**config.mk**
```make
export PLATFORM = sky130hd
export DESIGN_NAME = ucsbece154b_fetch_queue
export DESIGN_NICKNAME = d
export VERILOG_FILES = /design/src/rtl/ucsbece154b_fetch_queue_pkg.sv /design/src/rtl/ucsbece154b_fq_mem.sv /design/src/rtl/ucsbece154b_fetch_queue.sv
export SDC_FILE = /design/constraint.sdc
export NUM_CORES = 2
export LEC_CHECK = 0
export CORE_MARGIN = 2
export CORE_UTILIZATION = 45
export CTS_CLUSTER_SIZE = 28
export DETAILED_ROUTE_END_ITERATION = 10
export PLACE_DENSITY = 0.61
export SYNTH_ARGS = -nofsm -noshare
export SYNTH_HDL_FRONTEND = slang
export SYNTH_HIERARCHICAL = 1
export SYNTH_SLANG_ARGS = --single-unit
```
**constraint.sdc**
```tcl
create_clock -name clk -period 16.7 [get_ports clk]
set_input_delay 3.34 -clock clk [delete_from_list [all_inputs] [get_ports clk]]
set_output_delay 3.34 -clock clk [all_outputs]
set_load 0.02 [all_outputs]
```
**src/rtl/ucsbece154b_fetch_queue_pkg.sv**
```systemverilog
// rtl/ucsbece154b_fetch_queue_pkg.sv - shared widths, NOP encoding and entry type for the fetch queue
package ucsbece154b_fetch_queue_pkg;

    localparam int XLEN = 32;
    localparam logic [XLEN-1:0] NOP_INSTR = 32'h00000013;

    typedef struct packed {
        logic [XLEN-1:0] instr;
        logic [XLEN-1:0] pc;
    } fq_entry_t;

    // Load-use stall freezes both slots; a slot-2 hazard lets only slot 1 go.
    function automatic logic [1:0] retire_request(input logic stall, input logic stall2);
        if (stall) return 2'd0;
        if (stall2) return 2'd1;
        return 2'd2;
    endfunction

endpackage

```
**src/rtl/ucsbece154b_fq_mem.sv**
```systemverilog
// rtl/ucsbece154b_fq_mem.sv - DEPTHx64 entry array, two write ports, two combinational read ports
module ucsbece154b_fq_mem
    import ucsbece154b_fetch_queue_pkg::*;
#(
    parameter int DEPTH = 8,
    parameter int AW    = $clog2(DEPTH)
) (
    input  logic            clk,
    input  logic            we0,
    input  logic [AW-1:0]   waddr0,
    input  fq_entry_t       wdata0,
    input  logic            we1,
    input  logic [AW-1:0]   waddr1,
    input  fq_entry_t       wdata1,
    input  logic [AW-1:0]   raddr0,
    output fq_entry_t       rdata0,
    input  logic [AW-1:0]   raddr1,
    output fq_entry_t       rdata1
);

    fq_entry_t mem [DEPTH];

    // The two write addresses are tail and tail+1, so they never collide.
    always_ff @(posedge clk) begin
        if (we0) mem[waddr0] <= wdata0;
        if (we1) mem[waddr1] <= wdata1;
    end

    assign rdata0 = mem[raddr0];
    assign rdata1 = mem[raddr1];

endmodule

```
**src/rtl/ucsbece154b_fetch_queue.sv**
```systemverilog
// rtl/ucsbece154b_fetch_queue.sv - dual-issue instruction fetch queue feeding decode slots 1 and 2
module ucsbece154b_fetch_queue
    import ucsbece154b_fetch_queue_pkg::*;
#(
    parameter int              DEPTH = 8,
    parameter logic [XLEN-1:0] NOP   = NOP_INSTR
) (
    input  logic                      clk,
    input  logic                      reset,
    input  logic                      FetchValid_i,
    input  logic                      FetchSingle_i,
    input  logic [XLEN-1:0]           FetchInstr0_i,
    input  logic [XLEN-1:0]           FetchInstr1_i,
    input  logic [XLEN-1:0]           FetchPC_i,
    output logic                      FetchReady_o,
    input  logic                      StallD_i,
    input  logic                      StallD2_i,
    input  logic                      FlushD_i,
    output logic [XLEN-1:0]           InstrD1_o,
    output logic [XLEN-1:0]           PCD1_o,
    output logic                      ValidD1_o,
    output logic [XLEN-1:0]           InstrD2_o,
    output logic [XLEN-1:0]           PCD2_o,
    output logic                      ValidD2_o,
    output logic [$clog2(DEPTH):0]    Count_o
);

    localparam int AW = $clog2(DEPTH);
    localparam int CW = AW + 1;
    localparam logic [CW-1:0] READY_MAX = CW'(DEPTH - 2);

    logic [AW-1:0] head, tail, head_p1, tail_p1;
    logic [CW-1:0] count;
    logic          enq;
    logic [1:0]    enq_n, req_n, ret_n;
    logic          we0, we1;
    fq_entry_t     wdata0, wdata1, rdata0, rdata1;

    assign head_p1 = head + AW'(1);
    assign tail_p1 = tail + AW'(1);

    // Readiness looks only at the registered count so fetch never waits on decode timing.
    assign FetchReady_o = (count <= READY_MAX);

    always_comb begin
        enq   = FetchValid_i & FetchReady_o;
        enq_n = 2'd0;
        if (enq) enq_n = FetchSingle_i ? 2'd1 : 2'd2;
        req_n = retire_request(StallD_i, StallD2_i);
        ret_n = (count < CW'(req_n)) ? count[1:0] : req_n;
    end

    assign we0    = enq & ~FlushD_i;
    assign we1    = enq & ~FetchSingle_i & ~FlushD_i;
    assign wdata0 = '{instr: FetchInstr0_i, pc: FetchPC_i};
    assign wdata1 = '{instr: FetchInstr1_i, pc: FetchPC_i + 32'd4};

    ucsbece154b_fq_mem #(
        .DEPTH (DEPTH),
        .AW    (AW)
    ) u_mem (
        .clk    (clk),
        .we0    (we0),
        .waddr0 (tail),
        .wdata0 (wdata0),
        .we1    (we1),
        .waddr1 (tail_p1),
        .wdata1 (wdata1),
        .raddr0 (head),
        .rdata0 (rdata0),
        .raddr1 (head_p1),
        .rdata1 (rdata1)
    );

    always_ff @(posedge clk or posedge reset) begin
        if (reset) begin
            head  <= '0;
            tail  <= '0;
            count <= '0;
        end else if (FlushD_i) begin
            head  <= '0;
            tail  <= '0;
            count <= '0;
        end else begin
            head  <= head + AW'(ret_n);
            tail  <= tail + AW'(enq_n);
            count <= count + CW'(enq_n) - CW'(ret_n);
        end
    end

    assign ValidD1_o = (count != '0);
    assign ValidD2_o = (count >= CW'(2));
    assign InstrD1_o = ValidD1_o ? rdata0.instr : NOP;
    assign PCD1_o    = ValidD1_o ? rdata0.pc    : '0;
    assign InstrD2_o = ValidD2_o ? rdata1.instr : NOP;
    assign PCD2_o    = ValidD2_o ? rdata1.pc    : '0;
    assign Count_o   = count;

endmodule

```
Cells colored by class:
Fill, decap, tap and diode cells in gray.
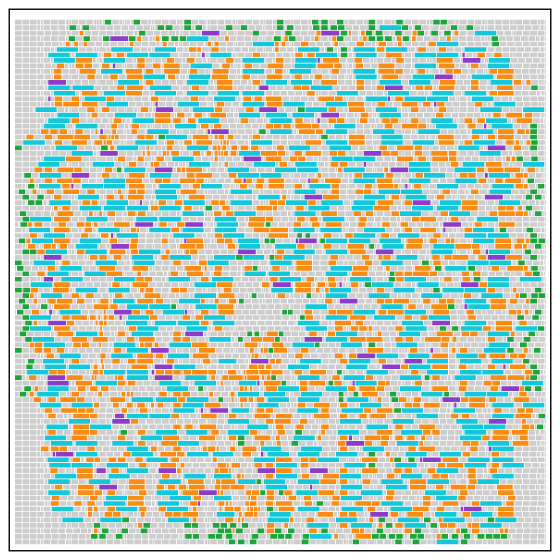
| class | color | cells |
|---|---|---|
| flip-flops | cyan | 522 |
| other buffers and delay cells | green | 276 |
| all other logic | orange | 1195 |
| clock drivers and dummy loads | purple | 110 |
cell row count: 96
Final Util: 0.528
Core ar.: 0.0689 mm²
Seq area share: 0.429
post-route design area: 0.0364 mm²

==> reports/metrics.cfg <==
[status]
status = finished, final reports clean

[final_timing]
max_freq_ghz = 0.123
rsz0062_at_grt = no
slew_viol_final = 0
holdWs_ns = 0.692
fin_skew_ns = 0.0199
setup_viol = 0
layout_setup_ws_ns = 8.58

[setup_path]
crit_family = buffers and inverters
critical_path_required_ns = 13.36
critPathBufInv = 3
max_stage_delay_ns = 0.92
ff2ff_path_depth = 9
startpoint_type = register
cp-startpoint = head[1]
crit_top_cell = buf_4
path_class = register to output port
reg2reg_to = u_mem/mem[2][43]
cp_cell_sequence = ha_4 > xor2_4 > buf_4 > buf_4 > mux4_2 > mux2_2 > nand2b_1 > clkdlybuf4s50_1

[floorplan]
die_w_um = 269

[drt]
drcViolationCount = 0
first_pass_iters = 5

[placed_design]
dp_slack_ns = 9.16
dpl_cell_area_mm2 = 0.0346
gp_congestion = 0.776

[final_layout]
drive_above_1_share = 0.494
stdcell_count = 3039

[cts]
cts_sinks = 522
cts_buffers = 60
cts_hold_buffers = 0
cts_resized = 0

[pwr]
pwr-share-clk = 0.217
seqPwrFrac = 0.283
p_int_mw = 3.65

[logic_synthesis]
netlist-cell-type-count = 41
mappedNetlistArea_mm2 = 0.0315
top_cells_by_count = mux2_2, edfxtp_1, mux4_2, nor2b_1, and2_1
synthArstFlopShare = 0.0192

[hold_path]
hold_depth = 2
holdPathEnd = tail[2]

[flow_run]
warnings = 27
drv_cap = 0

[global_route]
grt_overflow = 0
grt_pass1_wl_um = 131000

Wiring by layer:
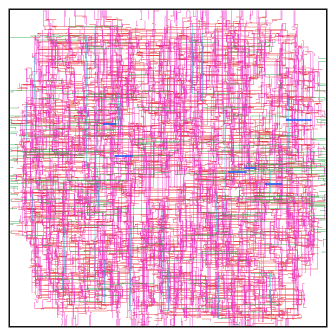
| layer | color | wire length |
|---|---|---|
| met4 | cyan | 1960 µm |
| met5 | blue | 79.1 µm |
| met2 | magenta | 45.8 mm |
| met3 | green | 5390 µm |
| met1 | red | 37.5 mm |
final WL: 90800 µm
vias: 18500
DR WL/cell: 29.9 µm
GRT Util Overall: 0.252

[tightest hold or removal path: stages (launching register included)]
cell	delay, ns
dfrtp_1	0.46
xnor2_1	0.15
nor2_1	0.04
[cells by family (layout without fill, tap and decap cells)]
logic type               after synthesis  count (layout)  share of synthesized area
AND-OR/OR-AND                         13              13                    0.00278
flip-flops                           522             522                      0.496
buffers and inverters                157             402                     0.0288
other                                  0               5                          0
multiplexers                         897             897                      0.412
AND/OR/NAND/NOR                      219             219                     0.0431
adder cells (fa/ha/maj)               16              16                    0.00731
XOR/XNOR                              34              34                    0.00946
[layout make-up]
type	instances	area, µm²
clock inverters	24	128
diodes	5	12.5
clock buffers	86	1660
multi-input cells	1179	15100
repair buffers	276	2670
fillers	5714	32500
flip-flops and latches	522	15600
well taps	931	1160
inverters	16	67.6
[power by group through the flow]
stage	Clock [mW]	Combinational [mW]	Sequential, mW
3_5_place_dp	0	2.86	1.63
6_report	1.23	2.83	1.60
2_1_floorplan	0	1.89	1.58
3_3_place_gp	0	2.86	1.63
5_1_grt	1.30	3.01	1.61
4_1_cts	1.25	2.88	1.60
[sequential cells by signal, indices dropped and copies added (netlist names)]
signal	flops
Count_o	4
head	3
tail	3
u_mem/mem	512
[placed cells by master, fill, tap and decap left out, types with 11 or more instances in the layout]
cell             count
ha_1                11
nand3_1             14
mux2_2             640
xnor2_1             27
clkbuf_16           61
clkbuf_1            21
edfxtp_1           512
clkdlybuf4s50_1    237
nor2b_1             69
nor2_1              15
clkinv_1            14
and2_1              61
buf_4               39
nand2_1             17
inv_1               15
mux4_2             256
[routing by layer]
layer  up-vias  track usage  routed length [µm]
met1      9835        0.329               37500
met3       130       0.0433                5390
met2       571        0.435               45800
met5         -            0                  79
met4        12       0.0683                1960
li1       7968            -                   -
Power and IR drop assume default switching activity.
